==> run_1/m3.png <==
Drawn at 12 px/um. Cells faint in the background.
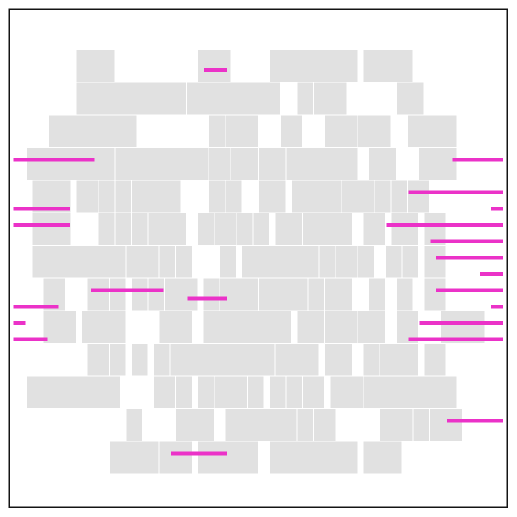
==> run_1/class_map.png <==
Drawn at 12 px/um.
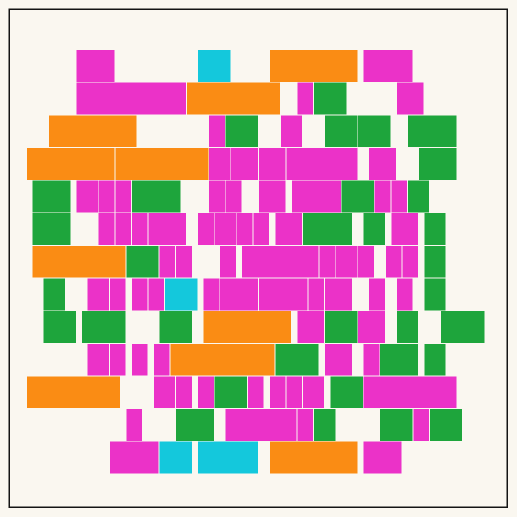
==> run_1/route_heat.png <==
Drawn at 6 px/um. The die is cut into 8 by 8 equal tiles; dark purple is low, yellow is high, scaled to the fullest tile. Values are wire area over tile area, all layers added.
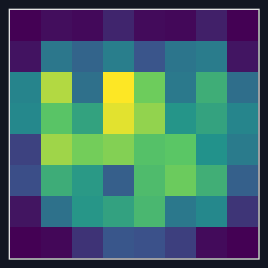
==> run_1/pinout.png <==
Drawn at 10 px/um. Pins as bars across the die edge, other pins in gray.
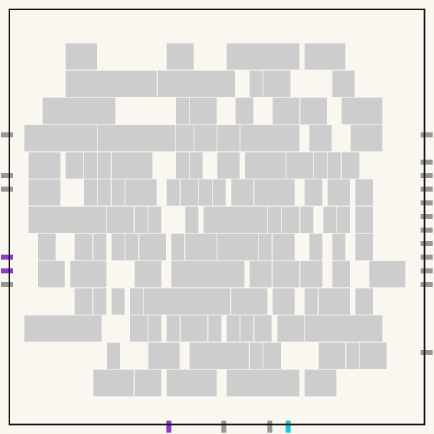
`config.mk`:
```
export PLATFORM = sky130hd
export DESIGN_NAME = wbr_ctrl_flat
export DESIGN_NICKNAME = d
export VERILOG_FILES = /design/src/rtl/wbr_ctrl_pkg.sv /design/src/rtl/wbr_ctrl_if.sv /design/src/rtl/wbr_ctrl_wir.sv /design/src/rtl/wbr_ctrl.sv /design/src/flat_wrapper.sv
export SDC_FILE = /design/constraint.sdc
export NUM_CORES = 1
export LEC_CHECK = 0
export ABC_AREA = 1
export CORE_UTILIZATION = 38
export CTS_CLUSTER_DIAMETER = 30
export DETAILED_ROUTE_END_ITERATION = 16
export GPL_TIMING_DRIVEN = 0
export PLACE_DENSITY = 0.83
export SYNTH_ARGS = -nofsm -noshare
export SYNTH_HDL_FRONTEND = slang
export SYNTH_SLANG_ARGS = --single-unit
```
`constraint.sdc`:
```
create_clock -name wrck -period 1.3 [get_ports wrck]
set_clock_uncertainty 0.1 [all_clocks]
set_input_delay 0.26 -clock wrck [delete_from_list [all_inputs] [get_ports wrck]]
set_output_delay 0.26 -clock wrck [all_outputs]
set_load 0.01 [all_outputs]
```
`src/rtl/wbr_ctrl_pkg.sv`:
```
// Shared wrapper definitions: the instruction opcodes, the default WIR width and the opcode decoder.
// Build option WBR_CTRL_SAFE_EN makes opcode 4 decode as WS_SAFE.
package wbr_ctrl_pkg;

    localparam int WIR_W_DEF = 3;

    typedef enum logic [2:0] {
        WS_BYPASS  = 3'd0,
        WS_EXTEST  = 3'd1,
        WS_INTEST  = 3'd2,
        WS_PRELOAD = 3'd3,
        WS_SAFE    = 3'd4
    } ws_instr_e;

    // Unknown opcodes fall back to bypass so a corrupted WIR never drives the boundary.
    function automatic ws_instr_e decode_op(input logic [31:0] op);
        ws_instr_e instr;
        case (op)
            32'd1:   instr = WS_EXTEST;
            32'd2:   instr = WS_INTEST;
            32'd3:   instr = WS_PRELOAD;
`ifdef WBR_CTRL_SAFE_EN
            32'd4:   instr = WS_SAFE;
`else
            32'd4:   instr = WS_BYPASS;
`endif
            default: instr = WS_BYPASS;
        endcase
        return instr;
    endfunction

    function automatic logic multi_hot4(input logic [3:0] v);
        return |(v & (v - 4'd1));
    endfunction

endpackage

```
`src/rtl/wbr_ctrl_if.sv`:
```
// Wrapper serial port and WBR cell control bundle for wbr_ctrl.
interface wbr_ctrl_if import wbr_ctrl_pkg::*; #(
    parameter int WIR_W = WIR_W_DEF
);
    logic             wsi;
    logic             selectwir;
    logic             capturewr;
    logic             shiftwr;
    logic             updatewr;
    logic             transferdr;
    logic             wbr_so;
    logic             wbr_si;
    logic             wso;
    logic             shift;
    logic             capture;
    logic             transfer;
    logic             update;
    logic             mode;
    logic             io_face;
    logic             safe;
    logic [WIR_W-1:0] wir_q;
    logic             proto_err;

    modport master (
        output wsi, selectwir, capturewr, shiftwr, updatewr, transferdr, wbr_so,
        input  wbr_si, wso, shift, capture, transfer, update, mode, io_face, safe,
               wir_q, proto_err
    );

    modport slave (
        input  wsi, selectwir, capturewr, shiftwr, updatewr, transferdr, wbr_so,
        output wbr_si, wso, shift, capture, transfer, update, mode, io_face, safe,
               wir_q, proto_err
    );
endinterface

```
`src/rtl/wbr_ctrl_wir.sv`:
```
// Wrapper instruction register: serial shift stage plus the parallel update (active) stage.
module wbr_ctrl_wir import wbr_ctrl_pkg::*; #(
    parameter int WIR_W = WIR_W_DEF
) (
    input  logic             wrck,
    input  logic             wrstn,
    input  logic             wsi,
    input  logic             cap_en,
    input  logic             shift_en,
    input  logic             upd_en,
    output logic [WIR_W-1:0] sr,
    output logic [WIR_W-1:0] wir_q
);
    logic [WIR_W-1:0] sr_r;
    logic [WIR_W-1:0] q_r;
    logic [WIR_W-1:0] cap_val_s;

    assign cap_val_s = {{(WIR_W-2){1'b0}}, 2'b01};

    // Shift stage: capture the fixed pattern or shift right with wsi entering the MSB.
    always_ff @(posedge wrck) begin
        if (!wrstn) begin
            sr_r <= {WIR_W{1'b0}};
        end else if (cap_en) begin
            sr_r <= cap_val_s;
        end else if (shift_en) begin
            sr_r <= {wsi, sr_r[WIR_W-1:1]};
        end else begin
            sr_r <= sr_r;
        end
    end

    // Update stage: the instruction only becomes active on an explicit update.
    always_ff @(posedge wrck) begin
        if (!wrstn) begin
            q_r <= {WIR_W{1'b0}};
        end else if (upd_en) begin
            q_r <= sr_r;
        end else begin
            q_r <= q_r;
        end
    end

    assign sr    = sr_r;
    assign wir_q = q_r;
endmodule

```
`src/rtl/wbr_ctrl.sv`:
```
// Wrapper boundary register controller: instruction decode, WBY, wso mux and protocol checking.
// Build option WBR_CTRL_SAFE_EN enables the WS_SAFE instruction and the registered safe output.
module wbr_ctrl import wbr_ctrl_pkg::*; #(
    parameter int WIR_W = WIR_W_DEF
) (
    input  logic       wrck,
    input  logic       wrstn,
    wbr_ctrl_if.slave  bus
);
    logic [WIR_W-1:0] sr_s;
    logic [WIR_W-1:0] wir_q_s;
    ws_instr_e        instr_s;
    ws_instr_e        next_instr_s;
    logic             viol_s;
    logic             gate_s;
    logic             wbr_sel_s;
    logic             wby_sel_s;
    logic             wir_cap_s;
    logic             wir_shift_s;
    logic             wir_upd_s;
    logic             wby_r;
    logic             mode_r;
    logic             io_face_r;
    logic             proto_err_r;
    logic             shift_s;
    logic             capture_s;
    logic             update_s;
    logic             transfer_s;
    logic             wso_s;

    assign viol_s       = multi_hot4({bus.capturewr, bus.shiftwr, bus.updatewr, bus.transferdr});
    assign gate_s       = wrstn & ~viol_s;
    assign instr_s      = decode_op(32'(wir_q_s));
    assign next_instr_s = decode_op(32'(sr_s));
    assign wbr_sel_s    = ~bus.selectwir & (instr_s != WS_BYPASS);
    assign wby_sel_s    = ~bus.selectwir & (instr_s == WS_BYPASS);
    assign wir_cap_s    = gate_s & bus.selectwir & bus.capturewr;
    assign wir_shift_s  = gate_s & bus.selectwir & bus.shiftwr;
    assign wir_upd_s    = gate_s & bus.selectwir & bus.updatewr;

    wbr_ctrl_wir #(.WIR_W(WIR_W)) u_wir (
        .wrck     (wrck),
        .wrstn    (wrstn),
        .wsi      (bus.wsi),
        .cap_en   (wir_cap_s),
        .shift_en (wir_shift_s),
        .upd_en   (wir_upd_s),
        .sr       (sr_s),
        .wir_q    (wir_q_s)
    );

    // Zero-latency cell strobes, suppressed in reset, on a violation or when the WBR is not selected.
    always_comb begin
        shift_s    = gate_s & wbr_sel_s & bus.shiftwr;
        capture_s  = gate_s & wbr_sel_s & bus.capturewr;
        update_s   = gate_s & wbr_sel_s & bus.updatewr;
        transfer_s = gate_s & wbr_sel_s & bus.transferdr;
    end

    // Single-bit bypass register.
    always_ff @(posedge wrck) begin
        if (!wrstn) begin
            wby_r <= 1'b0;
        end else if (gate_s && wby_sel_s && bus.capturewr) begin
            wby_r <= 1'b0;
        end else if (gate_s && wby_sel_s && bus.shiftwr) begin
            wby_r <= bus.wsi;
        end else begin
            wby_r <= wby_r;
        end
    end

    // Cell mode controls track the instruction being loaded so they change with wir_q.
    always_ff @(posedge wrck) begin
        if (!wrstn) begin
            mode_r    <= 1'b0;
            io_face_r <= 1'b0;
        end else if (wir_upd_s) begin
            case (next_instr_s)
                WS_EXTEST: begin mode_r <= 1'b1; io_face_r <= 1'b1; end
                WS_INTEST: begin mode_r <= 1'b1; io_face_r <= 1'b0; end
                WS_SAFE:   begin mode_r <= 1'b1; io_face_r <= 1'b1; end
                default:   begin mode_r <= 1'b0; io_face_r <= 1'b0; end
            endcase
        end else begin
            mode_r    <= mode_r;
            io_face_r <= io_face_r;
        end
    end

`ifdef WBR_CTRL_SAFE_EN
    logic safe_r;

    // Safe-state request follows the active instruction.
    always_ff @(posedge wrck) begin
        if (!wrstn) begin
            safe_r <= 1'b0;
        end else if (wir_upd_s) begin
            safe_r <= (next_instr_s == WS_SAFE);
        end else begin
            safe_r <= safe_r;
        end
    end

    assign bus.safe = safe_r;
`else
    assign bus.safe = 1'b0;
`endif

    // Sticky protocol error, cleared only by reset.
    always_ff @(posedge wrck) begin
        if (!wrstn) begin
            proto_err_r <= 1'b0;
        end else if (viol_s) begin
            proto_err_r <= 1'b1;
        end else begin
            proto_err_r <= proto_err_r;
        end
    end

    // Serial output selection.
    always_comb begin
        wso_s = wby_r;
        if (bus.selectwir) begin
            wso_s = sr_s[0];
        end else if (wbr_sel_s) begin
            wso_s = bus.wbr_so;
        end else begin
            wso_s = wby_r;
        end
    end

    assign bus.wbr_si    = bus.wsi;
    assign bus.wso       = wso_s;
    assign bus.shift     = shift_s;
    assign bus.capture   = capture_s;
    assign bus.update    = update_s;
    assign bus.transfer  = transfer_s;
    assign bus.mode      = mode_r;
    assign bus.io_face   = io_face_r;
    assign bus.wir_q     = wir_q_s;
    assign bus.proto_err = proto_err_r;
endmodule

```
`src/flat_wrapper.sv`:
```
// flat-port wrapper written by rule: the top's interface ports become plain ports
module wbr_ctrl_flat import wbr_ctrl_pkg::*;
#(
    parameter int WIR_W = WIR_W_DEF
)
  (wrck, wrstn, bus_wsi, bus_selectwir, bus_capturewr, bus_shiftwr, bus_updatewr, bus_transferdr, bus_wbr_so, bus_wbr_si, bus_wso, bus_shift, bus_capture, bus_transfer, bus_update, bus_mode, bus_io_face, bus_safe, bus_wir_q, bus_proto_err);
  wbr_ctrl_if #(.WIR_W(WIR_W)) bus_i ();
  input  logic wrck;
  input  logic wrstn;
  input wire logic [$bits(bus_i.wsi)-1:0] bus_wsi;
  input wire logic [$bits(bus_i.selectwir)-1:0] bus_selectwir;
  input wire logic [$bits(bus_i.capturewr)-1:0] bus_capturewr;
  input wire logic [$bits(bus_i.shiftwr)-1:0] bus_shiftwr;
  input wire logic [$bits(bus_i.updatewr)-1:0] bus_updatewr;
  input wire logic [$bits(bus_i.transferdr)-1:0] bus_transferdr;
  input wire logic [$bits(bus_i.wbr_so)-1:0] bus_wbr_so;
  output wire logic [$bits(bus_i.wbr_si)-1:0] bus_wbr_si;
  output wire logic [$bits(bus_i.wso)-1:0] bus_wso;
  output wire logic [$bits(bus_i.shift)-1:0] bus_shift;
  output wire logic [$bits(bus_i.capture)-1:0] bus_capture;
  output wire logic [$bits(bus_i.transfer)-1:0] bus_transfer;
  output wire logic [$bits(bus_i.update)-1:0] bus_update;
  output wire logic [$bits(bus_i.mode)-1:0] bus_mode;
  output wire logic [$bits(bus_i.io_face)-1:0] bus_io_face;
  output wire logic [$bits(bus_i.safe)-1:0] bus_safe;
  output wire logic [$bits(bus_i.wir_q)-1:0] bus_wir_q;
  output wire logic [$bits(bus_i.proto_err)-1:0] bus_proto_err;
  assign bus_i.wsi = bus_wsi;
  assign bus_i.selectwir = bus_selectwir;
  assign bus_i.capturewr = bus_capturewr;
  assign bus_i.shiftwr = bus_shiftwr;
  assign bus_i.updatewr = bus_updatewr;
  assign bus_i.transferdr = bus_transferdr;
  assign bus_i.wbr_so = bus_wbr_so;
  assign bus_wbr_si = bus_i.wbr_si;
  assign bus_wso = bus_i.wso;
  assign bus_shift = bus_i.shift;
  assign bus_capture = bus_i.capture;
  assign bus_transfer = bus_i.transfer;
  assign bus_update = bus_i.update;
  assign bus_mode = bus_i.mode;
  assign bus_io_face = bus_i.io_face;
  assign bus_safe = bus_i.safe;
  assign bus_wir_q = bus_i.wir_q;
  assign bus_proto_err = bus_i.proto_err;
  wbr_ctrl #(.WIR_W(WIR_W)) u_core (.wrck(wrck), .wrstn(wrstn), .bus(bus_i));
endmodule
```
==> flow_summary.json, run 1 <==
{
  "r2r_slack_ns": 0.06,
  "dominant_cells": "multi-input combinational cells",
  "port-buffer-count": 18,
  "cts_resized": 56,
  "grt_overflow": 0,
  "setup_tns_ns": -1.080,
  "lay_top_count": "nor2_1",
  "swShare_pct": 26.67,
  "top_cells_by_area": "dfxtp_1, nor2_1, nand2_1",
  "yosys_area_um2": 589.3,
  "cap_violations": 0,
  "utilization_pct": 69.87,
  "synthToLayoutAreaGrowth_pct": 62.00,
  "crit_arrival_ns": 1.20,
  "top_area_share_pct": 33.97,
  "placedCellCount": 120,
  "worstHoldPathType": "in2reg",
  "edf_count": 0,
  "met1_length_um": 588,
  "clock-sinks": 10,
  "grt_pass1_wl_mm": 2.283,
  "logic_gates": 62,
  "p_sw_mw": 0.2036,
  "n_all_buffers": 33,
  "reg2reg_to": "u_core.bus.mode",
  "tool_warnings": 28,
  "synth_nets": 97,
  "path_common_cell": "nor2_1",
  "hold_slack_ns": 0.1732,
  "clkTransAtPathRegs_ns": 0.06,
  "layout_top_cells": "nor2_1, buf_4, nand2_1",
  "clk-power_mw": 0.282,
  "syn_area_um2": 589.3,
  "ant_nets": 0,
  "synth.distinct_cells": 22,
  "status": "finished with violations",
  "drcViolationCount": 0,
  "place_hpwl_um": 956.6,
  "top_usage_layer": "met2",
  "setup_violations": 5,
  "violations": "negative setup slack",
  "inv_count": 11,
  "min_period_over_period_pct": 120.0,
  "io_pins": 22,
  "cp-end-kind": "primary output",
  "drive_gt1_share_pct": 45.83,
  "synth.cellmix.simpleShare_pct": 38.64,
  "antennaDiodeCount": 0,
  "design_area_um2": 954.7,
  "crit_cells": 6,
  "worstSetupEndpoint": "bus_wso",
  "clock_latency_ns": 0.27,
  "placed_cell_area_um2": 788.3,
  "clkbuf_count": 4,
  "drtIter0Drc": 9,
  "xor_share_pct": 0,
  "top_cell": "nor2_1",
  "mi_logic_area_um2": 399.1,
  "start_kind": "flop",
  "path_class": "reg2out",
  "antenna_found_initial": 0,
  "crit_required_ns": 0.94,
  "rsz0062_at_grt": "yes",
  "slowest_delay_ns": 0.34,
  "worstSetupStartpoint": "u_core.u_wir.wir_q[1]",
  "max_freq_mhz": 641.2,
  "setup_slack_ns": -0.2596,
  "powerSeq_mw": 0.322,
  "holdPathEnd": "u_core.u_wir.sr[1]",
  "clockRootBuffer": "clkbuf_4",
  "top_area_cell": "dfxtp_1",
  "p_per_area_mw_per_mm2": 799.5,
  "nWellTaps": 15,
  "ys_sh_adder_pct": 2.123,
  "ys_sh_mux_pct": 0,
  "drt-pass1-iter-count": 4,
  "synth_stat.cells": 87,
  "rows": 13,
  "die_h_um": 41.38,
  "syn_area_per_cell_um2": 6.774,
  "met3_length_um": 95,
  "worstPathMaxFanout": 2,
  "postCtsHoldBufs": 0,
  "buf_share_pct": 26.21,
  "holdPathStages": 3,
  "die_x_um": 41.38
}
About m3.png:
nets with wire on the layer = 19
longest straight run = 9.40 um
GRT met3 Usage: 3.191%
vias post-DR: 667
final wirelength: 1.529 mm

About class_map.png:
cyan -> clock drivers and dummy loads  # cells 4
orange -> registers  # cells 10
green -> remaining buffers and delay cells  # cells 33
magenta -> remaining logic cells  # cells 73

About route_heat.png:
nearly empty tiles = 7.8%
tiles over half the peak = 38%
densest ninth of the die = center
fullest tile = 0.36
Routed wire per std cell: 11.33 um
Total GRT Usage: 20.87%

About pinout.png:
purple -> bus_wir_q  # pins 3, direction output, edge 2 west, 1 south
cyan -> bus_wso  # pins 1, direction output, edge south

==> run 2: changes to the inputs <==
CTS_CLUSTER_DIAMETER = 50   (was 30)
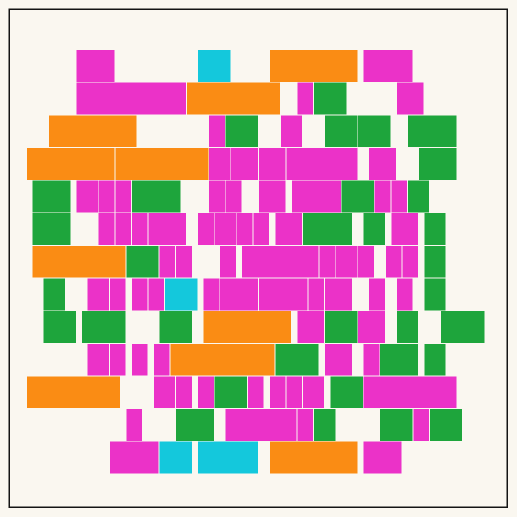
(run_2/class_map.png)
Drawn at 12 px/um.
post-layout util: 69.87%
core area: 0.001366 mm^2
Core Rows: 13
sequential cell area share: 21.89%

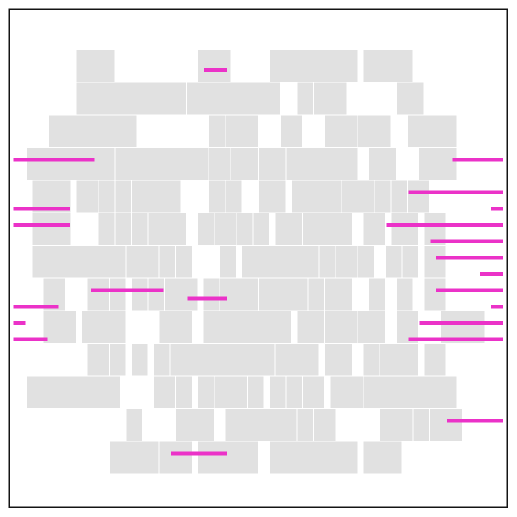
(run_2/m3.png)
Drawn at 12 px/um. Cells faint in the background.

==> run 2 against run 1 <==
  * Die area did not move
  * Utilization did not move
  * Worst setup slack did not move
  * Hold slack did not move
  * Critical path depth did not move
  * Global-route usage did not move
  * Highest routed layer unchanged
  * Total power did not move
  * Flip-flop count did not move
  * Critical path type unchanged
  * Largest power group unchanged
  * Fmax did not move
  * The run still ends with negative setup slack left
  * Final area did not move
==> flow_summary.json, run 2 <==
{
  "die_x_um": 41.38,
  "clkTransAtPathRegs_ns": 0.06,
  "grt_use_met3_pct": 3.191,
  "status": "finished with violations",
  "cp-end-kind": "primary output",
  "met3_length_um": 95,
  "yosys_area_um2": 589.3,
  "top_usage_layer": "met2",
  "clkbuf_count": 4,
  "mi_logic_area_um2": 399.1,
  "top_area_cell": "dfxtp_1",
  "placed_cell_area_um2": 788.3,
  "holdPathStages": 3,
  "r2r_slack_ns": 0.06,
  "hold_slack_ns": 0.1732,
  "inv_count": 11,
  "drcViolationCount": 0,
  "p_sw_mw": 0.2036,
  "dominant_cells": "multi-input combinational cells",
  "violations": "negative setup slack",
  "clk-power_mw": 0.282,
  "antennaDiodeCount": 0,
  "cap_violations": 0,
  "clock-sinks": 10,
  "die_h_um": 41.38,
  "design_area_um2": 954.7,
  "setup_violations": 5,
  "crit_cells": 6,
  "clockRootBuffer": "clkbuf_4",
  "synth.distinct_cells": 22,
  "path_class": "reg2out",
  "top_cells_by_area": "dfxtp_1, nor2_1, nand2_1",
  "xor_share_pct": 0,
  "setup_slack_ns": -0.2596,
  "vias": 667,
  "syn_area_per_cell_um2": 6.774,
  "cts_resized": 56,
  "postCtsHoldBufs": 0,
  "synth.cellmix.simpleShare_pct": 38.64,
  "min_period_over_period_pct": 120.0,
  "placedCellCount": 120,
  "routed_wirelength_mm": 1.529,
  "holdPathEnd": "u_core.u_wir.sr[1]",
  "crit_arrival_ns": 1.20,
  "io_pins": 22,
  "rsz0062_at_grt": "yes",
  "buf_share_pct": 26.21,
  "synth_nets": 97,
  "powerSeq_mw": 0.322,
  "clock_latency_ns": 0.27,
  "grtUsageTotal_pct": 20.87,
  "worstPathMaxFanout": 2,
  "synthToLayoutAreaGrowth_pct": 62.00,
  "top_cell": "nor2_1",
  "worstHoldPathType": "in2reg",
  "syn_area_um2": 589.3,
  "antenna_found_initial": 0,
  "start_kind": "flop",
  "layout_top_cells": "nor2_1, buf_4, nand2_1",
  "wire_per_inst_um": 11.33,
  "path_common_cell": "nor2_1",
  "ant_nets": 0,
  "synth_stat.cells": 87,
  "logic_gates": 62,
  "worstSetupStartpoint": "u_core.u_wir.wir_q[1]",
  "swShare_pct": 26.67,
  "grt_overflow": 0,
  "slowest_delay_ns": 0.34,
  "met1_length_um": 588,
  "port-buffer-count": 18,
  "drtIter0Drc": 9,
  "drive_gt1_share_pct": 45.83
}
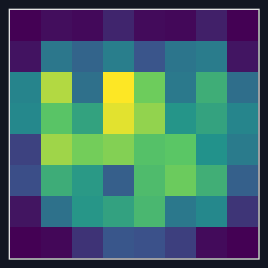
(run_2/route_heat.png)
Drawn at 6 px/um. The die is cut into 8 by 8 equal tiles; dark purple is low, yellow is high, scaled to the fullest tile. Values are wire area over tile area, all layers added.

==> run 3: changes to the inputs <==
CAP_MARGIN = 20   (was default)
CORE_UTILIZATION = 40   (was 38)
CTS_BUF_LIST = sky130_fd_sc_hd__clkbuf_8   (was default)
PLACE_DENSITY = 0.86   (was 0.83)
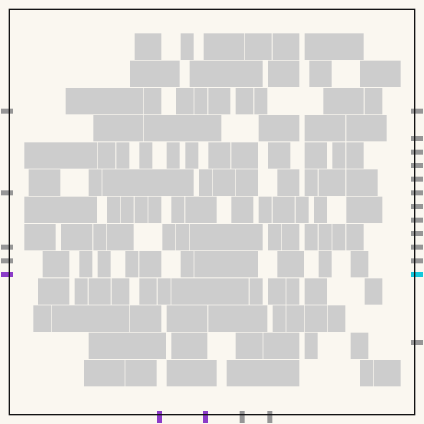
(run_3/pinout.png)
Drawn at 10 px/um. Pins as bars across the die edge, other pins in gray.
purple -> bus_wir_q  # pins 3, direction output, edge 2 south, 1 west
cyan -> bus_wso  # pins 1, direction output, edge east
all pins by edge = 13 east, 5 west, 4 south
Die Y: 40.39 um
Die Wd: 40.39 um
Buffers on Ports: 18

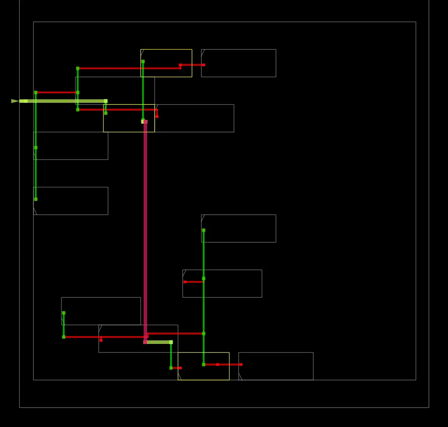
(run_3/clock_nets.png)
flip-flops: 10
Num CTS Buffers: 3

==> run 3 against run 2 <==
  * The run still ends with negative setup slack left
  * Utilization decreased by 0.078 points
  * Worst setup slack improved by 0.060 ns
  * Register-to-register slack better by 0.03 ns
  * Fmax increased by 4.0%
  * Synthesized area unchanged
  * Critical path depth down 5
  * Flip-flop count did not move
  * Routed wire length is 1.2% lower
  * Final area decreased by 2.5%
  * Final cell count fell by 3.0%
==> flow_summary.json, run 3 <==
{
  "syn_area_per_cell_um2": 6.774,
  "clock_latency_ns": 0.23,
  "r2r_slack_ns": 0.09,
  "design_area_um2": 930.9,
  "placedCellCount": 120,
  "drcViolationCount": 0,
  "p_per_area_mw_per_mm2": 838.0,
  "drive_gt1_share_pct": 43.10,
  "yosys_area_um2": 589.3,
  "inv_count": 11,
  "ant_nets": 0,
  "status": "finished with violations",
  "nWellTaps": 15,
  "antenna_found_initial": 0,
  "crit_required_ns": 0.94,
  "cp-end-kind": "primary output",
  "met1_length_um": 612,
  "mi_logic_area_um2": 385.4,
  "slowest_delay_ns": 0.54,
  "holdPathEnd": "u_core.bus.mode",
  "clk-power_mw": 0.306,
  "placed_cell_area_um2": 788.3,
  "ys_sh_adder_pct": 2.123,
  "met3_length_um": 96,
  "postCtsHoldBufs": 0,
  "clkbuf_count": 3,
  "grt_use_met3_pct": 3.889,
  "rsz0062_at_grt": "yes",
  "n_all_buffers": 30,
  "synth_nets": 97,
  "reg2reg_to": "u_core.bus.mode",
  "place_hpwl_um": 996.8,
  "crit_cells": 1,
  "antennaDiodeCount": 0,
  "setup_tns_ns": -1.049,
  "start_kind": "flop",
  "grt_pass1_wl_mm": 2.256,
  "worstSetupStartpoint": "u_core.u_wir.wir_q[2]",
  "powerSeq_mw": 0.324,
  "buf_share_pct": 25.54,
  "violations": "negative setup slack",
  "setup_slack_ns": -0.1999,
  "edf_count": 0,
  "utilization_pct": 69.79,
  "synth.cellmix.simpleShare_pct": 38.64,
  "worstPathMaxFanout": 4,
  "logic_gates": 62,
  "tool_warnings": 28,
  "min_period_over_period_pct": 115.4,
  "max_freq_mhz": 666.7,
  "setup_violations": 6,
  "swShare_pct": 24.50,
  "synth.distinct_cells": 22
}
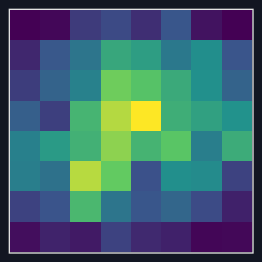
(run_3/route_heat.png)
Drawn at 6 px/um. The die is cut into 8 by 8 equal tiles; dark purple is low, yellow is high, scaled to the fullest tile. Values are wire area over tile area, all layers added.
vias post-DR: 643
Routed wire per std cell: 11.53 um
Total GRT Usage: 21.05%
final wirelength: 1.511 mm

Power figures rest on the tool's default switching activity, not on a simulated workload.
